<file path="src/rtl/hazard_controller.sv">
// Pipeline sequencing controller: EX-stage forwarding selects, load-use stalls,
// branch flushes, memory-wait freeze with watchdog, and saturating perf counters.
module hazard_controller #(
  parameter int REG_ADDRESS_LEN = 4,
  parameter int CNT_WIDTH       = 16,
  parameter int MAX_WAIT        = 255
) (
  input  logic                       clk,
  input  logic                       rst,
  input  logic                       forward_en,
  input  logic [REG_ADDRESS_LEN-1:0] id_src1,
  input  logic [REG_ADDRESS_LEN-1:0] id_src2,
  input  logic                       id_two_src,
  input  logic [REG_ADDRESS_LEN-1:0] ex_src1,
  input  logic [REG_ADDRESS_LEN-1:0] ex_src2,
  input  logic [REG_ADDRESS_LEN-1:0] ex_dest,
  input  logic                       ex_wb_en,
  input  logic                       ex_mem_r_en,
  input  logic                       branch_taken,
  input  logic [REG_ADDRESS_LEN-1:0] mem_dest,
  input  logic                       mem_wb_en,
  input  logic                       mem_access,
  input  logic                       mem_ready,
  input  logic [REG_ADDRESS_LEN-1:0] wb_dest,
  input  logic                       wb_wb_en,
  output logic [1:0]                 alu_mux_sel_src1,
  output logic [1:0]                 alu_mux_sel_src2,
  output logic                       freeze_front,
  output logic                       bubble_ex,
  output logic                       flush_front,
  output logic                       freeze_all,
  output logic                       mem_timeout,
  output logic [CNT_WIDTH-1:0]       stall_count,
  output logic [CNT_WIDTH-1:0]       flush_count,
  output logic [CNT_WIDTH-1:0]       wait_count
);

  localparam int WCW = $clog2(MAX_WAIT + 1);
  localparam logic [WCW-1:0] MAX_WAIT_C = WCW'(MAX_WAIT);

  typedef enum logic [1:0] {
    ST_RUN   = 2'd0,
    ST_WAIT  = 2'd1,
    ST_ERROR = 2'd2
  } state_t;

  state_t         state_r, state_next_s;
  logic [WCW-1:0] wait_cnt_r, wait_cnt_next_s;
  logic           mem_timeout_r, mem_timeout_next_s;
  logic           match_ex_s, match_mem_s, hazard_s, wait_req_s, freeze_all_s;

  function automatic logic [CNT_WIDTH-1:0] sat_inc(input logic [CNT_WIDTH-1:0] v,
                                                   input logic en);
    if (en && (v != {CNT_WIDTH{1'b1}})) begin
      sat_inc = v + {{(CNT_WIDTH-1){1'b0}}, 1'b1};
    end else begin
      sat_inc = v;
    end
  endfunction

  // MEM result is newer than WB, so it wins when both match.
  function automatic logic [1:0] fwd_sel(input logic [REG_ADDRESS_LEN-1:0] src,
                                         input logic fwd, input logic m_en,
                                         input logic [REG_ADDRESS_LEN-1:0] m_dest,
                                         input logic w_en,
                                         input logic [REG_ADDRESS_LEN-1:0] w_dest);
    if (fwd && m_en && (m_dest == src)) begin
      fwd_sel = 2'b01;
    end else if (fwd && w_en && (w_dest == src)) begin
      fwd_sel = 2'b10;
    end else begin
      fwd_sel = 2'b00;
    end
  endfunction

  assign match_ex_s  = ex_wb_en & ((id_src1 == ex_dest) | (id_two_src & (id_src2 == ex_dest)));
  assign match_mem_s = mem_wb_en & ((id_src1 == mem_dest) | (id_two_src & (id_src2 == mem_dest)));
  assign hazard_s    = forward_en ? (match_ex_s & ex_mem_r_en) : (match_ex_s | match_mem_s);
  assign wait_req_s  = mem_access & ~mem_ready;
  assign freeze_all_s = wait_req_s | (state_r == ST_ERROR);
  assign mem_timeout = mem_timeout_r;

  // ALU source forwarding selects
  always_comb begin
    alu_mux_sel_src1 = 2'b00;
    alu_mux_sel_src2 = 2'b00;
    if (!rst) begin
      alu_mux_sel_src1 = 2'b00;
      alu_mux_sel_src2 = 2'b00;
    end else begin
      alu_mux_sel_src1 = fwd_sel(ex_src1, forward_en, mem_wb_en, mem_dest, wb_wb_en, wb_dest);
      alu_mux_sel_src2 = fwd_sel(ex_src2, forward_en, mem_wb_en, mem_dest, wb_wb_en, wb_dest);
    end
  end

  // State, wait counter and sticky timeout registers
  always_ff @(posedge clk or negedge rst) begin
    if (!rst) begin
      state_r       <= ST_RUN;
      wait_cnt_r    <= {WCW{1'b0}};
      mem_timeout_r <= 1'b0;
    end else begin
      state_r       <= state_next_s;
      wait_cnt_r    <= wait_cnt_next_s;
      mem_timeout_r <= mem_timeout_next_s;
    end
  end

  // Next-state logic for the memory-wait watchdog
  always_comb begin
    state_next_s       = state_r;
    wait_cnt_next_s    = wait_cnt_r;
    mem_timeout_next_s = mem_timeout_r;
    case (state_r)
      ST_RUN: begin
        if (wait_req_s) begin
          state_next_s    = ST_WAIT;
          wait_cnt_next_s = {{(WCW-1){1'b0}}, 1'b1};
        end else begin
          wait_cnt_next_s = {WCW{1'b0}};
        end
      end
      ST_WAIT: begin
        if (!wait_req_s) begin
          state_next_s    = ST_RUN;
          wait_cnt_next_s = {WCW{1'b0}};
        end else if (wait_cnt_r == MAX_WAIT_C) begin
          state_next_s       = ST_ERROR;
          mem_timeout_next_s = 1'b1;
        end else begin
          wait_cnt_next_s = wait_cnt_r + {{(WCW-1){1'b0}}, 1'b1};
        end
      end
      ST_ERROR: begin
        state_next_s       = ST_ERROR;
        mem_timeout_next_s = 1'b1;
      end
      default: begin
        state_next_s    = ST_RUN;
        wait_cnt_next_s = {WCW{1'b0}};
      end
    endcase
  end

  // Pipeline control outputs, priority freeze > flush > stall
  always_comb begin
    freeze_front = 1'b0;
    bubble_ex    = 1'b0;
    flush_front  = 1'b0;
    freeze_all   = 1'b0;
    if (!rst) begin
      freeze_all = 1'b0;
    end else if (freeze_all_s) begin
      freeze_all = 1'b1;
    end else if (branch_taken) begin
      flush_front = 1'b1;
      bubble_ex   = 1'b1;
    end else if (hazard_s) begin
      freeze_front = 1'b1;
      bubble_ex    = 1'b1;
    end else begin
      freeze_all = 1'b0;
    end
  end

  // Saturating performance counters
  always_ff @(posedge clk or negedge rst) begin
    if (!rst) begin
      stall_count <= {CNT_WIDTH{1'b0}};
      flush_count <= {CNT_WIDTH{1'b0}};
      wait_count  <= {CNT_WIDTH{1'b0}};
    end else begin
      stall_count <= sat_inc(stall_count, freeze_front);
      flush_count <= sat_inc(flush_count, flush_front);
      wait_count  <= sat_inc(wait_count, wait_req_s & (state_r != ST_ERROR));
    end
  end

endmodule
</file>
<file path="config.mk">
export PLATFORM = sky130hd
export DESIGN_NAME = hazard_controller
export DESIGN_NICKNAME = d
export VERILOG_FILES = /design/src/rtl/hazard_controller.sv
export SDC_FILE = /design/constraint.sdc
export NUM_CORES = 1
export LEC_CHECK = 0
export ABC_AREA = 1
export CORE_MARGIN = 2
export CORE_UTILIZATION = 50
export DETAILED_ROUTE_END_ITERATION = 6
export PLACE_DENSITY = 0.77
export SYNTH_ARGS = -nofsm -noshare
export SYNTH_HDL_FRONTEND = slang
export SYNTH_SLANG_ARGS = --single-unit
</file>
<file path="constraint.sdc">
create_clock -name clk -period 1.73 [get_ports clk]
set_clock_uncertainty 0.05 [all_clocks]
set_input_delay 0.346 -clock clk [delete_from_list [all_inputs] [get_ports clk]]
set_output_delay 0.346 -clock clk [all_outputs]
set_load 0.02 [all_outputs]
</file>
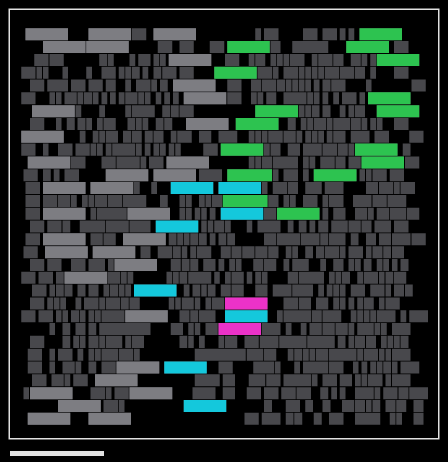
**Above:** run 1 (sequential cells grouped by signal name).
The bar under the picture is 20 µm long. Other sequential cells in the stronger gray, the rest of the logic in the fainter gray.
stall_count -> green  # sequential cells 16
wait_cnt_r -> cyan  # sequential cells 8
state_r -> magenta  # sequential cells 2
not colored = 33

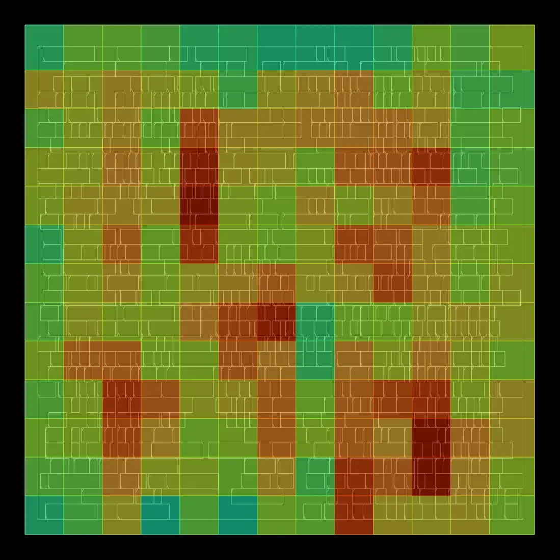
**Above:** run 1 (congestion heat map).
GRT Util Overall: 0.247
final core utilization: 0.756
routed length per instance: 13.8 µm
GRT met2 Usage: 0.411

==> reports/metrics.cfg, run 1 <==
[outcome]
outcome=finished, violations left
violations=negative setup slack

[yosys]
ys_area_um2=3770
synthesis.area_um2=3770
synth_top_cell_by_count=nand2_1
synth.cells.most_frequent=158 x nand2_1, 60 x nor2_1, 59 x dfrtp_1
top_area_cell=dfrtp_1
top_cells_by_area=dfrtp_1 39%, nand2_1 16%, xor2_1 7.9%
yosys_warnings=0
synth-edff-count=0
top_area_frac=0.392
ys_ff=59
ys_types=28
yosys_most_used_dff=dfrtp_1
fp_nets=559
synthCells=516
ys_seq_frac=0.392
synthArstFlopShare=1.00

[floorplanning]
core_area_um2=7290
chip_area_um2=8250
chipHeight_um=90.8
ios=96
die_x_um=90.8
fp-utilization=0.517

[power]
p_switching_mw=0.730
pg_seq_mw=1.38
p_leak_nw=2.91
powerClk_mw=1.49
power_density_nw_per_um2=577
power_frac_seq=0.434
power_mw=3.18
power.group.top=the clock network
p_int_mw=2.45
peakVddDrop_v=0.000375
p_sw_frac=0.229
comb_power_share=0.098

[clock_tree]
cts_buffer_depth=2
clk_pin_slew_ns=0.07
numCtsBuffers=9
clkLatencyLatePin_ns=0.34
htreeDepth=3
hold_buffers=0
cts_tree=built
clkSinkCount=59

[layout]
drive_gt1_frac=0.261
final_common_cell=nand2_1
layout_top_cells=145 x nand2_1, 57 x dfrtp_1, 57 x dlygate4sd2_1
fill_cells=588
area_growth_pct=46.3
fin_area_um2=5510
fin_nets=709
diodes=0
finalNonFillerCells=770

[place]
post-place-ws_ns=-0.876
gp_congestion=0.897
hpwl_um=7370
place_area_um2=5110

[drt]
drc=0
viasPerCell=5.12
drt_iter0_drc=144
firstDrtPassIters=4
wl_um=10700
final_antenna_net_count=0

[setup_path]
crit_fanout=3
r2r_cells=12
end_kind=primary output
critPathArrivalTime_ns=1.34
r2r-end=wait_cnt_r[5]
required_ns=1.33
r2r_slack_ns=0.06
rr_startpoint=wait_cnt_r[1]
cp-start-kind=primary input

[job]
max_cap_viol_count=0
warning_count=29

[timing]
tns_ns=-0.00190
setup_ws_ns=-0.00190
slew_headroom=0.732
worst_pin_slew_ns=0.402
holdWs_ns=0.0772
slew_viol_final=0
finalCriticalPeriod_ns=1.73
setup_violations=1
hold_viol=0
fmax_mhz=577
rsz0062_at_grt=true

[grt]
grt_remaining_overflow=0
antenna_found_initial=0
grt_max_degree=33
grt_pass1_wl_um=16700

[min_path]
hold_class=primary input to asynchronous set/reset pin

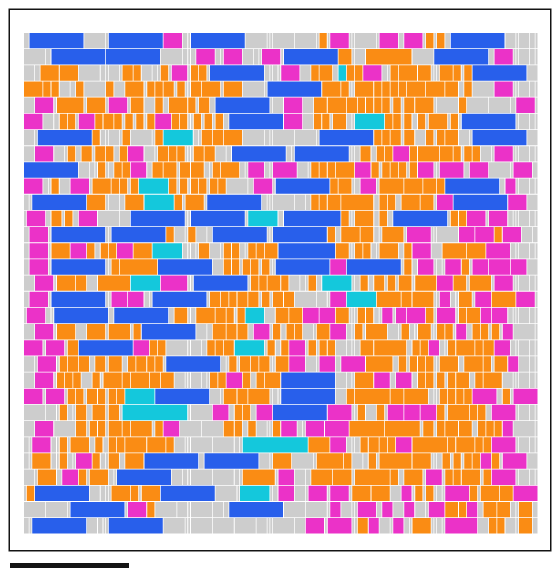
**Above:** run 1 (placement by cell class).
The bar under the picture is 20 µm long. Fill, decap, tap and diode cells in gray.
clock drivers and dummy loads -> cyan  # cells 16
remaining buffers and delay cells -> magenta  # cells 146
registers -> blue  # cells 59
remaining logic cells -> orange  # cells 450

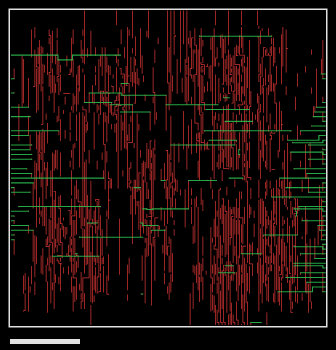
**Above:** run 1 (wiring by layer).
The bar under the picture is 20 µm long. Only two layers are drawn.
M2 -> red  # wire length 5,280 µm
M3 -> green  # wire length 670 µm

run 1: worst max path at each step:
stage           startpoint            to  cells after the start
3_5_place_dp    ex_dest[0]  freeze_front                     12
6_report        id_src1[1]  freeze_front                     12
4_1_cts         state_r[1]  freeze_front                      6
3_3_place_gp    id_src2[1]  freeze_front                     12
2_1_floorplan  mem_dest[2]  freeze_front                      9
5_1_grt         id_src1[1]  freeze_front                     12
run 1: worst max-delay path, cell delays in order:
cell and delay (ns):
buf_2 0.12, inv_1 0.07, nand2_1 0.06, nand2_1 0.05, nor2_1 0.12, nand2_1 0.07
nand2_1 0.06, nand2_1 0.06, nand2_2 0.08, inv_2 0.05, nor3_2 0.10, buf_4 0.16
run 1: registers in the layout, summed over array words and instances (netlist names):
name         flops
flush_count     16
stall_count     16
wait_count      16
wait_cnt_r       8
state_r          2
mem_timeout      1
run 1: cells by family after synthesis:
| logic type | Yosys count | synth area share |
|---|---|---|
| AOI/OAI and AO/OA | 23 | 0.0342 |
| xor gates and xnor gates | 60 | 0.139 |
| adders and majority gates | 4 | 0.0133 |
| buffers and inverters | 66 | 0.0697 |
| DFF | 59 | 0.392 |
| and+or+nand+nor | 304 | 0.352 |
run 1: final cells by class:
cell class,instances,area (µm²),area share
tap,99,124,0.0225
clock inverter,3,68.8,0.0125
timing repair buffer,146,1200,0.217
inverter,59,229,0.0415
sequential,59,1480,0.268
multi-input combinational,391,2250,0.408
clock buffer,13,169,0.0306
run 1: metal layers:
metal	vias up	GRT usage	part of all wire
li1	1950	-	-
met2	127	0.411	0.50
met3	15	0.0576	0.063
met5	-	0	0
met4	0	0.0720	0.012
met1	1847	0.321	0.43
run 1: repair_timing:
item | 4_1_cts | 5_1_grt
pin swaps | 34 | 31
gates cloned | 0 | 0
setup endpoints to repair | 79 | 52
setup buffers | 6 | 6
resized | 206 | 71
==> run 2, diff against run 1 <==
--- a/config.mk
+++ b/config.mk
@@ -6,6 +6,7 @@
 export NUM_CORES = 1
 export LEC_CHECK = 0
 export ABC_AREA = 1
+export ABC_CLOCK_PERIOD_IN_PS = 1730
 export CORE_MARGIN = 2
 export CORE_UTILIZATION = 50
 export DETAILED_ROUTE_END_ITERATION = 6
==> run 2 against run 1 <==
Net effect: the run still ends with negative setup slack left; synthesized area stayed put; first-iteration DRC count stayed put; combinational power hardly changed; register-to-register slack hardly changed; critical path type unchanged; largest cell class unchanged.
==> reports/metrics.cfg, run 2 <==
[job]
warning_count=29
max_cap_viol_count=0

[yosys]
synth-edff-count=0
synth_top_cell_by_count=nand2_1
ys_ff=59
synthCells=516
ys_area_um2=3770
synth.cells.most_frequent=158 x nand2_1, 60 x nor2_1, 59 x dfrtp_1
top_cells_by_area=dfrtp_1 39%, nand2_1 16%, xor2_1 7.9%
ys_seq_frac=0.392
yosys_most_used_dff=dfrtp_1
yosys_warnings=0

[min_path]
hold_class=primary input to asynchronous set/reset pin

[floorplanning]
die_x_um=90.8
fp-utilization=0.517
tap_cells=99
chipHeight_um=90.8
core_area_um2=7290
chip_area_um2=8250

[layout]
layout.area.comb_um2=2250
reg_top3=flush_count x16, stall_count x16, wait_count x16
diodes=0
drive_gt1_frac=0.261
comb_share=0.408
fin_nets=709
layout_top_cells=145 x nand2_1, 57 x dfrtp_1, 57 x dlygate4sd2_1
final_common_cell=nand2_1
area_growth_pct=46.3
clockBufferCount=13

[setup_path]
critical-path-slowest-cell=buf_4
critPathArrivalTime_ns=1.34
required_ns=1.33
endpoint=freeze_front
path_cells=buf_2 -> inv_1 -> nand2_1 -> nand2_1 -> nor2_1 -> nand2_1 -> nand2_1 -> nand2_1 -> nand2_2 -> inv_2 -> nor3_2 -> buf_4
rr_startpoint=wait_cnt_r[1]
cp-start-kind=primary input

[timing]
hold_viol=0
fmax_mhz=577
worst_pin_slew_ns=0.402
setup_violations=1
rsz0062_at_grt=true
setup_ws_ns=-0.00190

[clock_tree]
htreeDepth=3
clk_pin_slew_ns=0.07
hold_buffers=0
cts_tree=built
clkLatencyLatePin_ns=0.34
clkSinkCount=59

[drt]
drt_iter0_drc=144
final_antenna_net_count=0
firstDrtPassIters=4

[place]
post-place-ws_ns=-0.876
hpwl_um=7370

[grt]
grt_max_degree=33
antenna_found_initial=0
grt_pass1_wl_um=16700
top_usage_layer=met2
grt_remaining_overflow=0
grt_util_met2=0.411

[power]
power_frac_seq=0.434
comb_power_share=0.098
p_leak_nw=2.91

[outcome]
violations=negative setup slack
outcome=finished, violations left

[run 2: cell counts after synthesis]
Identical to the previous run, type by type.
[run 2: cells by family (layout without fill, tap and decap cells)]
logic type / Yosys count / in the layout / synth area share
flops: 59 / 59 / 0.392
compound gates: 23 / 23 / 0.0342
xor+xnor: 60 / 60 / 0.139
fa+ha+maj: 4 / 4 / 0.0133
simple gates: 304 / 304 / 0.352
buf+inv: 66 / 221 / 0.0697
[run 2: metrics by stage]
| step | hold WS (ns) | setup TNS, ns | power (mW) | area (µm²) |
|---|---|---|---|---|
| after floorplan | 0.000409 | -0.0304 | 1.51 | 3790 |
| after global placement | 0.403 | -19.49 | 1.69 | 5110 |
| after detailed placement | 0.409 | -21.10 | 1.69 | 5110 |
| after CTS | 0.0875 | -0.0166 | 3.17 | 5320 |
| after global routing | 0.112 | -0.320 | 3.30 | 5510 |
| final | 0.0772 | -0.00190 | 3.18 | 5510 |
[run 2: timing repair]
item                                    CTS  global route
endpoints found under the setup margin   79            52
endpoints found under the hold margin     0             0
resized                                 206            71
pin swaps                                34            31
cloned                                    0             0
setup buffers                             6             6
[run 2: per-layer routing]
metal,wire [µm],vias up
met3,670,15
li1,-,1950
met4,133,0
met1,4570,1847
met2,5280,127
met5,0,-
[run 2: power groups by stage]
stage                     Clock (mW)  Sequential [mW]  Combinational [mW]
final                           1.49             1.38               0.313
after global routing            1.57             1.38               0.342
after CTS                       1.51             1.38               0.279
after detailed placement           0             1.41               0.281
after global placement             0             1.41               0.277
after floorplan                    0             1.41               0.104
[run 2: worst max-delay path: cells and delay by family]
kind | cells | cell delay (ns)
and+or+nand+nor | 8 | 0.60
buffers and inverters | 4 | 0.40
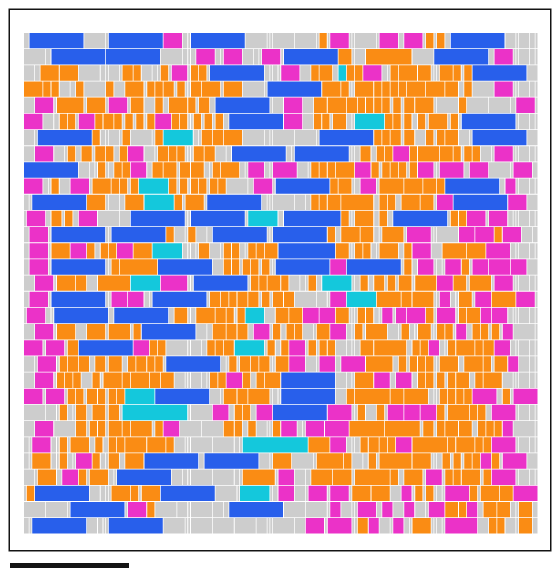
**Above:** run 2 (placement by cell class).
The bar under the picture is 20 µm long. Fill, decap, tap and diode cells in gray.
remaining buffers and delay cells -> magenta  # cells 146
remaining logic cells -> orange  # cells 450
registers -> blue  # cells 59
clock drivers and dummy loads -> cyan  # cells 16

Power figures rest on the tool's default switching activity, not on a simulated workload.
